Fig. 1: run 1, cell density map
Bar = 20 microns. 12 x 11 tiles, from white (low) to dark blue (high), 0 to 100% covered.
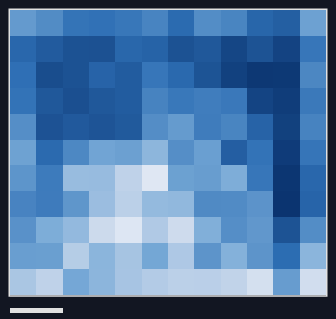
Fig. 2: run 1, sequential cells coloured by netlist name
Bar = 20 microns. Other sequential cells in the stronger grey, the rest of the logic in the fainter grey.
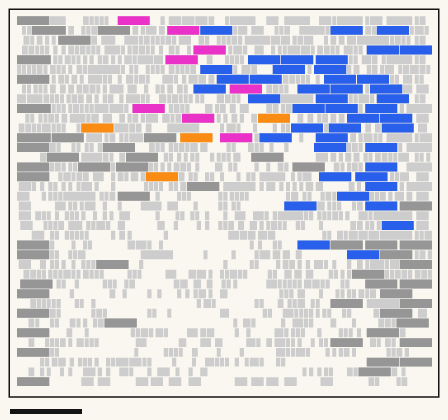
Fig. 3: run 1, cell outlines without signal wires
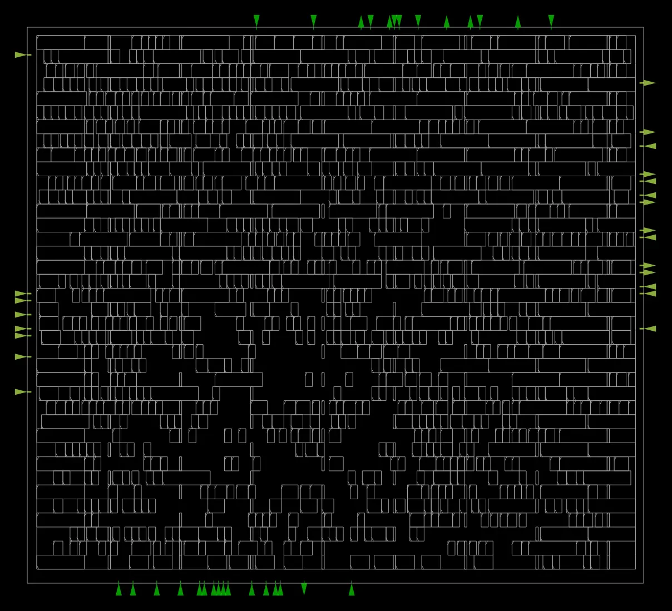
`src/rtl/btb_pkg.sv`:
```
// Shared types and helpers for the branch-target buffer and its counters.
// Latency: n/a (package only).
// Backpressure: n/a (package only).
package btb_pkg;

    // Widest direction counter any instance may use; helpers work at this width.
    localparam int CNT_MAX_W = 4;
    typedef logic [CNT_MAX_W-1:0] cnt_max_t;

    // Age width for the default 4-entry configuration; instances derive theirs
    // from btb_age_w(ENTRIES).
    localparam int BTB_ENTRIES_DEF = 4;
    localparam int BTB_AGE_W       = $clog2(BTB_ENTRIES_DEF);

    function automatic int btb_age_w(input int entries);
        return $clog2(entries);
    endfunction

    // Saturating +1 for a w-bit counter held in the low bits of c.
    function automatic cnt_max_t cnt_sat_inc(input cnt_max_t c, input int w);
        cnt_max_t top;
        top = cnt_max_t'((1 << w) - 1);
        return (c >= top) ? c : c + cnt_max_t'(1);
    endfunction

    // Saturating -1; floors at zero.
    function automatic cnt_max_t cnt_sat_dec(input cnt_max_t c);
        return (c == '0) ? c : c - cnt_max_t'(1);
    endfunction

    // Weakly-taken start value: MSB set, all lower bits clear.
    function automatic cnt_max_t cnt_weak_t(input int w);
        return cnt_max_t'(1 << (w - 1));
    endfunction

    // Weakly-not-taken start value: one below weakly-taken.
    function automatic cnt_max_t cnt_weak_nt(input int w);
        return cnt_max_t'((1 << (w - 1)) - 1);
    endfunction

endpackage

```
`src/rtl/m_satcnt.sv`:
```
// Saturating direction counter (CNT_W bits) with load, increment and decrement.
// Latency: one cycle from load/inc/dec to cnt; taken_nxt_o shows the post-edge MSB now.
// Backpressure: none, every request is applied on the next rising edge.
// Ports: clk_i/rst_i clock and async active-high reset; load_i/load_val_i
// overwrite; inc_i/dec_i step (load wins); taken_o current MSB; taken_nxt_o next MSB.
module m_satcnt
    import btb_pkg::*;
#(
    parameter int CNT_W = 2
) (
    input  logic             clk_i,
    input  logic             rst_i,
    input  logic             load_i,
    input  logic [CNT_W-1:0] load_val_i,
    input  logic             inc_i,
    input  logic             dec_i,
    output logic             taken_o,
    output logic             taken_nxt_o
);

    logic [CNT_W-1:0] cnt_q;
    logic [CNT_W-1:0] cnt_d;

    always_comb begin
        cnt_d = cnt_q;
        if (load_i) begin
            cnt_d = load_val_i;
        end else if (inc_i) begin
            cnt_d = CNT_W'(cnt_sat_inc(cnt_max_t'(cnt_q), CNT_W));
        end else if (dec_i) begin
            cnt_d = CNT_W'(cnt_sat_dec(cnt_max_t'(cnt_q)));
        end
    end

    always_ff @(posedge clk_i or posedge rst_i) begin
        if (rst_i) begin
            cnt_q <= '0;
        end else begin
            cnt_q <= cnt_d;
        end
    end

    assign taken_o     = cnt_q[CNT_W-1];
    assign taken_nxt_o = cnt_d[CNT_W-1];

endmodule

```
`src/rtl/m_btb_pred.sv`:
```
// Fully associative BTB + direction predictor with true-LRU allocation; fetch looks up, EX trains.
// Latency: lookup is combinational (0 cycles); an update is visible after the next rising edge.
// Backpressure: none, one update per cycle is always accepted; w_inv drops a same-cycle update.
// Ports: w_clk/w_rst clock and async active-high reset; w_inv clears all entries;
// w_ue/w_uaddr/w_utaken/w_udst training from EX; w_laddr fetch PC -> w_lhit/w_ltaken/w_ldst.
// Optional build macro BTB_BYPASS_EN: a same-cycle update of the looked-up PC is
// forwarded to the lookup outputs (and w_inv forces a miss that cycle).
module m_btb_pred
    import btb_pkg::*;
#(
    parameter int ADDR_W  = 11,
    parameter int ENTRIES = 4,
    parameter int CNT_W   = 2
) (
    input  logic              w_clk,
    input  logic              w_rst,
    input  logic              w_inv,
    input  logic              w_ue,
    input  logic [ADDR_W-1:0] w_uaddr,
    input  logic              w_utaken,
    input  logic [ADDR_W-1:0] w_udst,
    input  logic [ADDR_W-1:0] w_laddr,
    output logic              w_lhit,
    output logic              w_ltaken,
    output logic [ADDR_W-1:0] w_ldst
);

    localparam int               AGE_W      = btb_age_w(ENTRIES);
    localparam logic [AGE_W-1:0] AGE_OLDEST = AGE_W'(ENTRIES - 1);

    logic [ENTRIES-1:0]            vld_q, vld_d;
    logic [ADDR_W-1:0]             tag_q [ENTRIES];
    logic [ADDR_W-1:0]             tag_d [ENTRIES];
    logic [ADDR_W-1:0]             dst_q [ENTRIES];
    logic [ADDR_W-1:0]             dst_d [ENTRIES];
    logic [ENTRIES-1:0][AGE_W-1:0] age_q, age_d;
    logic [ENTRIES-1:0]            cnt_taken;
    logic [ENTRIES-1:0]            cnt_taken_nxt;

    logic             l_hit, u_hit, do_upd;
    logic [AGE_W-1:0] l_idx, u_idx, vic_idx, sel_idx;
    logic [CNT_W-1:0] init_cnt;

    // Scanning from the top index down lets the lowest matching index win.
    // The oldest entry is the fallback victim; any invalid entry overrides it.
    always_comb begin : match_scan
        l_hit   = 1'b0;
        l_idx   = '0;
        u_hit   = 1'b0;
        u_idx   = '0;
        vic_idx = '0;
        for (int i = ENTRIES - 1; i >= 0; i--) begin
            if (age_q[i] == AGE_OLDEST) begin
                vic_idx = AGE_W'(i);
            end
        end
        for (int i = ENTRIES - 1; i >= 0; i--) begin
            if (vld_q[i] && tag_q[i] == w_laddr) begin
                l_hit = 1'b1;
                l_idx = AGE_W'(i);
            end
            if (vld_q[i] && tag_q[i] == w_uaddr) begin
                u_hit = 1'b1;
                u_idx = AGE_W'(i);
            end
            if (!vld_q[i]) begin
                vic_idx = AGE_W'(i);
            end
        end
    end

    assign do_upd   = w_ue && !w_inv;
    assign sel_idx  = u_hit ? u_idx : vic_idx;
    assign init_cnt = w_utaken ? CNT_W'(cnt_weak_t(CNT_W)) : CNT_W'(cnt_weak_nt(CNT_W));

    always_comb begin : next_state
        vld_d = vld_q;
        age_d = age_q;
        for (int i = 0; i < ENTRIES; i++) begin
            tag_d[i] = tag_q[i];
            dst_d[i] = dst_q[i];
        end
        if (w_inv) begin
            vld_d = '0;
            for (int i = 0; i < ENTRIES; i++) begin
                age_d[i] = AGE_W'(i);
            end
        end else if (w_ue) begin
            // Touch: selected entry becomes youngest, entries younger than it age by one.
            for (int i = 0; i < ENTRIES; i++) begin
                if (AGE_W'(i) == sel_idx) begin
                    age_d[i] = '0;
                end else if (age_q[i] < age_q[sel_idx]) begin
                    age_d[i] = age_q[i] + AGE_W'(1);
                end
            end
            if (!u_hit) begin
                vld_d[sel_idx] = 1'b1;
                tag_d[sel_idx] = w_uaddr;
                dst_d[sel_idx] = w_udst;
            end else if (w_utaken) begin
                dst_d[sel_idx] = w_udst;
            end
        end
    end

    always_ff @(posedge w_clk or posedge w_rst) begin
        if (w_rst) begin
            vld_q <= '0;
            for (int i = 0; i < ENTRIES; i++) begin
                tag_q[i] <= '0;
                dst_q[i] <= '0;
                age_q[i] <= AGE_W'(i);
            end
        end else begin
            vld_q <= vld_d;
            age_q <= age_d;
            for (int i = 0; i < ENTRIES; i++) begin
                tag_q[i] <= tag_d[i];
                dst_q[i] <= dst_d[i];
            end
        end
    end

    for (genvar g = 0; g < ENTRIES; g++) begin : g_cnt
        logic sel_g;
        assign sel_g = do_upd && (sel_idx == AGE_W'(g));
        m_satcnt #(.CNT_W(CNT_W)) u_cnt (
            .clk_i       (w_clk),
            .rst_i       (w_rst),
            .load_i      (sel_g && !u_hit),
            .load_val_i  (init_cnt),
            .inc_i       (sel_g && u_hit && w_utaken),
            .dec_i       (sel_g && u_hit && !w_utaken),
            .taken_o     (cnt_taken[g]),
            .taken_nxt_o (cnt_taken_nxt[g])
        );
    end

    always_comb begin : lookup_out
        w_lhit   = l_hit;
        w_ltaken = l_hit && cnt_taken[l_idx];
        w_ldst   = l_hit ? dst_q[l_idx] : '0;
`ifdef BTB_BYPASS_EN
        // The selected entry's next-state values are exactly what a lookup
        // would see after the edge, so forward them directly.
        if (w_inv) begin
            w_lhit   = 1'b0;
            w_ltaken = 1'b0;
            w_ldst   = '0;
        end else if (w_ue && w_uaddr == w_laddr) begin
            w_lhit   = 1'b1;
            w_ltaken = cnt_taken_nxt[sel_idx];
            w_ldst   = dst_d[sel_idx];
        end
`endif
    end

`ifndef BTB_BYPASS_EN
    // Next-state counter MSBs only feed the forwarding path.
    logic taken_nxt_unused;
    assign taken_nxt_unused = ^cnt_taken_nxt;
`endif

endmodule
```
`config.mk`:
```
export PLATFORM = sky130hd
export DESIGN_NAME = m_btb_pred
export DESIGN_NICKNAME = d
export VERILOG_FILES = /design/src/rtl/btb_pkg.sv /design/src/rtl/m_satcnt.sv /design/src/rtl/m_btb_pred.sv
export SDC_FILE = /design/constraint.sdc
export NUM_CORES = 1
export LEC_CHECK = 0
export ABC_AREA = 1
export ABC_CLOCK_PERIOD_IN_PS = 4700
export CAP_MARGIN = 20
export CORE_ASPECT_RATIO = 0.9
export CORE_MARGIN = 1.5
export CORE_UTILIZATION = 59
export DETAILED_ROUTE_END_ITERATION = 16
export HOLD_SLACK_MARGIN = 0.05
export PLACE_DENSITY = 0.92
export REMOVE_ABC_BUFFERS = 1
export SYNTH_ARGS = -nofsm -noshare
export SYNTH_HDL_FRONTEND = slang
export SYNTH_SLANG_ARGS = --single-unit
```
`constraint.sdc`:
```
create_clock -name w_clk -period 4.7 [get_ports w_clk]
set_input_delay 0.94 -clock w_clk [delete_from_list [all_inputs] [get_ports w_clk]]
set_output_delay 0.94 -clock w_clk [all_outputs]
set_load 0.05 [all_outputs]
```
==> out/notes.md, run 1 <==
The run finished with clean final reports. Endpoints with negative setup slack in the final report add up to 0. With the number of I/O port buffers at 50, the adder and majority cell fraction of the synthesized area is 0.6966%. The vias after detailed routing was 7,771; the fraction of final layout cells sized beyond drive strength 1 was 7.224%.

The layout stage reports a final design area of 8330 sq um. In the final layout, flip-flops and latches occupy 2708 sq um. The CTS buffer count was 9. For the global-route total usage across every layer, the log shows 40.01%. The script logs the mean routed wire length per placed instance as 19.08 microns. The highest net fanout along the worst path came out at 48.

The clock period minus final worst setup slack is 4.563 ns. The per-instance average area after synthesis works out to 6.537 sq um. The chip occupies 12,850 sq um. With the signed area change from the synthesized netlist to the final layout at 15.95%, the number of hold violations in the final report is 0.

The final timing report lists a max-slew violation count of 0. Entering global routing, the biggest net connects 76 pins. With the peak ir drop on the vdd network at 331.8 uV, the required time reported for the critical path endpoint is 3.76 ns.

With the via density per instance at 5.937, the count of clock buffers in the final design is 9. The power density normalized to cell area works out to 409.0 nW/um^2. Data on the critical path arrives at its endpoint at 3.62 ns. Effective utilization at floorplan: 59.96%.

The synthesized instance count is 1,099. Final HPWL from detailed placement: 18,970 microns. For the pin with the worst max-slew slack, the measured transition is 0.9454 ns. Per the layout area report, the combinational fraction of cell area is 45.13%. Per the post-route antenna check, the number of violating nets is 0. The least setup slack across all paths after layout is 0.1368 ns. The OpenROAD warning count was 25; the clock skew was 0.008845 ns. The maximum clock rate is 219.1 MHz. Counting tap cells, the placed design contains a total of 1,293 instances.

Setup slack on the worst path after placement came out at 0.2313 ns. Horizontal extent of the die: 119.3 microns. The clock tree root buffer cell is sky130_fd_sc_hd__clkbuf_16.

Counting distinct cell types in the post-synthesis netlist gives 42. The synthesis stat section lists a flop and latch total of 108. The instance area after placement was 8000 sq um. The area fraction in mux cells works out to 0.2786%.

For reference, the most critical setup path is categorized as input pin to output pin.
## Picture notes: Fig. 1
The mean over all tiles is 63%. The fullest tile reaches 98%. The emptiest ninth of the die: south. 33% of the tiles are over 75% full.

## Picture notes: Fig. 2
dst_q: shown in blue, sequential cells 44. vld_q: shown in orange, sequential cells 4. g_cnt.u_cnt.cnt_q: shown in magenta, sequential cells 8, where north.
final cell utilization of the core: 69.53%
fraction of area in registers: 32.50%

## Picture notes: Fig. 3
core outline area: 11,980 sq um
FF+latch count: 108
number of tap instances: 160
final non-filler cell total: 1,309
Row Count: 38

## run 1: state kept, by name, summed over array words and instances, names as in the netlist
| register | count |
|---|---|
| tag_q | 44 |
| age_q | 8 |
| g_cnt.u_cnt.cnt_q | 8 |
| dst_q | 44 |
| vld_q | 4 |
## run 1: critical path: stages
cell	delay [ns]
sky130_fd_sc_hd__clkdlybuf4s50_1	0.51
sky130_fd_sc_hd__xnor2_1	0.39
sky130_fd_sc_hd__nand4_1	0.19
sky130_fd_sc_hd__nor4_1	0.23
sky130_fd_sc_hd__inv_1	0.08
sky130_fd_sc_hd__nor2_1	0.19
sky130_fd_sc_hd__nand2_1	0.08
sky130_fd_sc_hd__nand2_1	0.06
sky130_fd_sc_hd__nand2_1	0.08
sky130_fd_sc_hd__buf_12	0.19
sky130_fd_sc_hd__nand2_1	0.11
sky130_fd_sc_hd__o211ai_1	0.11
sky130_fd_sc_hd__a21oi_1	0.28
sky130_fd_sc_hd__buf_12	0.18
## run 1: per-layer routing
metal  global-route usage (%)  wire length [microns]  vias to the layer above
met1                    55.54                  10490                     3608
met4                    15.22                    758                        0
met5                        0                      0                        -
met3                    10.70                   2979                       78
met2                    60.03                  10750                      476
li1                         -                      -                     3609
## run 1: cells in the final DEF (no fill, tap or decap), drive strengths merged, types with 9 or more instances in the layout
master and instances:
nand2 413, inv 163, o21ai 119, dfrtp 104, nor2 94, nand3 43
clkdlybuf4s50 37, nand4 30, buf 27, o211ai 26, a21oi 17, nor4 10
nor3 9, clkbuf 9
## run 1: logic make-up after synthesis
group / count (synthesis)
flops: 108
mux: 2
fa+ha+maj: 4
simple gates: 608
buf+inv: 187
compound gates: 180
xor+xnor: 10
## run 1: final timing paths
check	to	slack, ns	startpoint	depth (start not counted)
worst max-delay path	w_ldst[9]	0.14	w_laddr[10]	14
worst min-delay path	age_q[2]	0.48	age_q[2]	2
worst max register to register	dst_q[18]	1.67	tag_q[39]	14
worst min register to register	age_q[2]	0.48	age_q[2]	2
max in group asynchronous	age_q[7]	2.72	w_rst	3
min in group asynchronous	dst_q[33]	1.13	w_rst	2
## run 1: timing repair
item                                    CTS  global route
resized                                   0             3
buffers inserted                          0             0
endpoints found under the setup margin    0             4
## run 1: power by group
group	leakage, uW	total, uW	internal (uW)	switching, uW
Sequential	0.00139	1460	1180	280
Combinational	0.00271	1110	398	710
Clock	0.000160	842	436	405
Total	0.00426	3410	2010	1390
## run 1: cell usage after synthesis, drive strengths merged, types with 7 or more instances
cell type	instances	area [sq um]
a21oi	17	96.35
buf	13	70.06
clkbuf	17	65.06
dfrtp	104	2603
inv	157	589.3
nand2	413	1588
nand3	43	220.2
nand4	30	193.9
nor2	94	387.9
nor3	9	45.04
nor4	10	62.56
o211ai	26	195.2
o21ai	119	595.6
xnor2	7	61.31
## run 1: metrics by stage
stage / hold slack, ns / util, % / total power (uW)
after detailed placement: 0.4737 / 66.77 / 2520
after global routing: 0.5047 / 69.53 / 3609
final: 0.4849 / 69.53 / 3407
after global placement: 0.4671 / 66.77 / 2470
after CTS: 0.4859 / 69.47 / 3365
after floorplan: 0.4530 / - / 2130
Fig. 4: run 1, I/O nets highlighted
Bar = 20 microns.
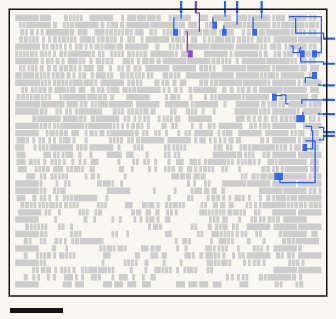

==> run 2: changes to the inputs <==
--- a/config.mk
+++ b/config.mk
@@ -12,6 +12,7 @@
 export CORE_MARGIN = 1.5
 export CORE_UTILIZATION = 59
 export DETAILED_ROUTE_END_ITERATION = 16
+export GPL_ROUTABILITY_DRIVEN = 0
 export HOLD_SLACK_MARGIN = 0.05
 export PLACE_DENSITY = 0.92
 export REMOVE_ABC_BUFFERS = 1
Fig. 5: run 2, I/O nets highlighted
Bar = 20 microns.
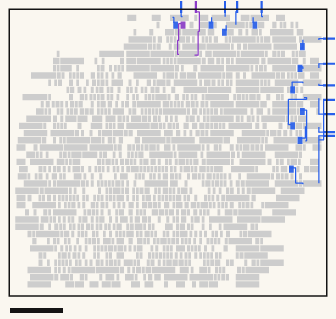
w_ldst: shown in blue, bits 11, direction output, end cells 11, buffers 11, wire 151 microns. w_ltaken: shown in purple, bits 1, direction output, end cells 1, buffers 1, wire 33.5 microns.
total of buffers placed on input and output ports: 50
num ports: 51

==> run 2 against run 1 <==
  * Combinational power down 4%
  * Worst hold slack about the same
  * Register-to-register slack improved by 0.19 ns
  * Highest routed layer unchanged
  * Routed wire length fell by 16%
  * Via count fell by 1.1%
  * Clock power shrank 14%
  * First-iteration DRC count decreased by 5.3%
  * Largest cell class unchanged
  * Critical path depth decreased by 6
==> out/notes.md, run 2 <==
The run gives 0.83 ns (was 0.51 ns) for the critical path's largest stage delay. Largest area contributor in the netlist: sky130_fd_sc_hd__dfrtp_1 (unchanged). The number of buffers added for setup after CTS was 0 (unchanged); the via density per instance was 5.902 (was 5.937). The number of buffers and inverters on the critical path works out to 3 (was 4).

The run finished with clean final reports. The global-route total usage across every layer was 34.68% (was 40.01%). The run gives 11,980 sq um (unchanged) as the placeable core region. The critical hold path startpoint was age_q[6] (was age_q[2]). The OpenROAD warning count is 25 (unchanged). The required time reported for the critical path endpoint came out at 3.76 ns (about the same). Leading post-synthesis cells by cell area: sky130_fd_sc_hd__dfrtp_1 (36%), sky130_fd_sc_hd__nand2_1 (21%), sky130_fd_sc_hd__inv_1 (7.4%) (unchanged).

For the final HPWL from detailed placement, the log shows 15,570 microns (was 18,970 microns). The instance area after placement is 7930 sq um (was 8000 sq um). The run gives 0 (unchanged) for the number of hold violations in the final report.

The clock skew was 0.01249 ns (was 0.008845 ns). The adder and majority cell fraction of the synthesized area was 0.6966% (unchanged); the worst hold slack was 0.4845 ns (was 0.4849 ns). The run gives 220.5 MHz (was 219.1 MHz) for the maximum clock rate. With the cell count after synthesis at 1,099 (unchanged), the clock period minus final worst setup slack is 4.535 ns (was 4.563 ns). Post-synthesis register bit count: 108 (unchanged). The most frequent cell after synthesis is sky130_fd_sc_hd__nand2_1 (unchanged). The run gives 87 (was 76) for the pin count of the biggest net entering global routing. The run gives 0 (unchanged) as the number of pins exceeding their max-slew limit in the final report.

The run gives 9 (unchanged) for the CTS buffer count. The tools report the clock tree root buffer cell as sky130_fd_sc_hd__clkbuf_16 (unchanged). The signed area change from the synthesized netlist to the final layout is 14.75% (was 15.95%), and the area of the die is 12,850 sq um (unchanged). The run gives 6 (was 48) for the highest net fanout along the worst path.

For the worst reg-to-reg setup slack, the log shows 1.86 ns (was 1.67 ns). Family of cells with the greatest summed delay on the critical path: buffers and inverters (unchanged). The total setup violations reported at the end of the flow was 0 (unchanged). The worst flop-to-flop path startpoint is tag_q[32] (was tag_q[39]). The peak ir drop on the vdd network was 296.3 uV (was 331.8 uV). The run gives 0.7868 ns (was 0.9454 ns) for the slew at the pin closest to its max-slew limit.

Commonest cells post-synth: sky130_fd_sc_hd__nand2_1 (406), sky130_fd_sc_hd__inv_1 (142), sky130_fd_sc_hd__dfrtp_1 (104), sky130_fd_sc_hd__o21ai_0 (96), sky130_fd_sc_hd__nor2_1 (88) (unchanged). The per-instance average area after synthesis came out at 6.537 sq um (unchanged). The area taken by flip-flops and latches came out at 2708 sq um (unchanged).

The post-detailed-route count of antenna-violating nets is 0 (unchanged), and the count of unique library cells instantiated by Yosys is 42 (unchanged). The tools report the arrival time reported for the critical path endpoint as 3.59 ns (was 3.62 ns). The most frequent logic cell in the layout is sky130_fd_sc_hd__nand2_1 (unchanged). The area fraction in mux cells came out at 0.2786% (unchanged). The count of cells along the worst hold path was 2 (unchanged). Top logic cells by instance count in the layout: sky130_fd_sc_hd__nand2_1 (406), sky130_fd_sc_hd__inv_1 (140), sky130_fd_sc_hd__dfrtp_1 (104) (unchanged).

The run gives 6.305% (was 7.224%) for the fraction of final layout cells sized beyond drive strength 1. The power density normalized to cell area was 392.4 nW/um^2 (was 409.0 nW/um^2). The highest-delay cell along the critical path is sky130_fd_sc_hd__clkdlybuf4s50_1 (unchanged).

The logic depth of the worst setup path including buffers was 8 (was 14); the area of all placed cells without fillers was 8244 sq um (was 8330 sq um).
Fig. 6: run 2, cell density map
Bar = 20 microns. 12 x 11 tiles, from white (low) to dark blue (high), 0 to 100% covered.
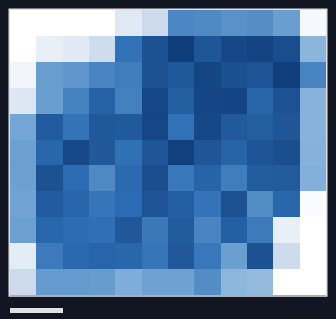
46% of the tiles are over 75% full. The emptiest ninth of the die: north-west. The densest ninth of the die: centre. 6.8% of the tiles are nearly empty. The mean over all tiles is 63%. The fullest tile reaches 95%.

## run 2: cells by family (layout without fill, tap and decap cells)
group | count (synthesis) | after routing
adder cells (fa/ha/maj) | 4 | 4
multiplexers | 2 | 2
AND/OR/NAND/NOR | 608 | 608
AND-OR/OR-AND | 180 | 180
buffers and inverters | 187 | 230
flip-flops | 108 | 108
XOR/XNOR | 10 | 10
## run 2: worst max path at each step
stage          slack, ns        end
3_3_place_gp        0.34  w_ldst[1]
5_1_grt             0.09  w_ldst[9]
6_report            0.17     w_lhit
4_1_cts             0.21  w_ldst[2]
3_5_place_dp        0.21  w_ldst[2]
2_1_floorplan       0.34  w_ldst[0]
## run 2: through the flow
stage / power [uW] / cells / util (%) / setup slack (ns)
finish: 3235 / 1302 / 68.81 / 0.1652
global placement: 2415 / 1285 / 66.19 / 0.3409
global route: 3469 / 1302 / 68.81 / 0.08837
CTS: 3195 / 1301 / 68.55 / 0.2083
floorplan: 2130 / 1069 / - / 0.3440
detailed placement: 2461 / 1285 / 66.19 / 0.2101
## run 2: routing by layer
layer / track usage [%] / up-vias / wire length [microns]
met5: 0 / - / 0
met4: 15.65 / 0 / 1012
met3: 11.39 / 110 / 2585
met2: 51.32 / 497 / 8808
met1: 46.46 / 3467 / 8587
li1: - / 3610 / -
## run 2: final cells by class
| class | instances | share of cell area, % |
|---|---|---|
| clock buffers | 10 | 2.777 |
| clock inverters | 6 | 0.6526 |
| inverters | 157 | 7.224 |
| multi-input cells | 804 | 45.52 |
| flip-flops and latches | 108 | 32.84 |
| well taps | 160 | 2.428 |
| repair buffers | 57 | 8.560 |
## run 2: worst reg2reg max path: cells and delay by family (launching register included)
kind,cells,cell delay [ns]
compound gates,2,0.68
xor+xnor,1,0.41
simple gates,6,1.21
flops,1,0.43
## run 2: power breakdown
group	switching, uW	internal, uW	leakage, uW
Clock	358	369	0.000136
Sequential	262	1180	0.00139
Combinational	673	396	0.00267
Power figures rest on the tool's default switching activity, not on a simulated workload.
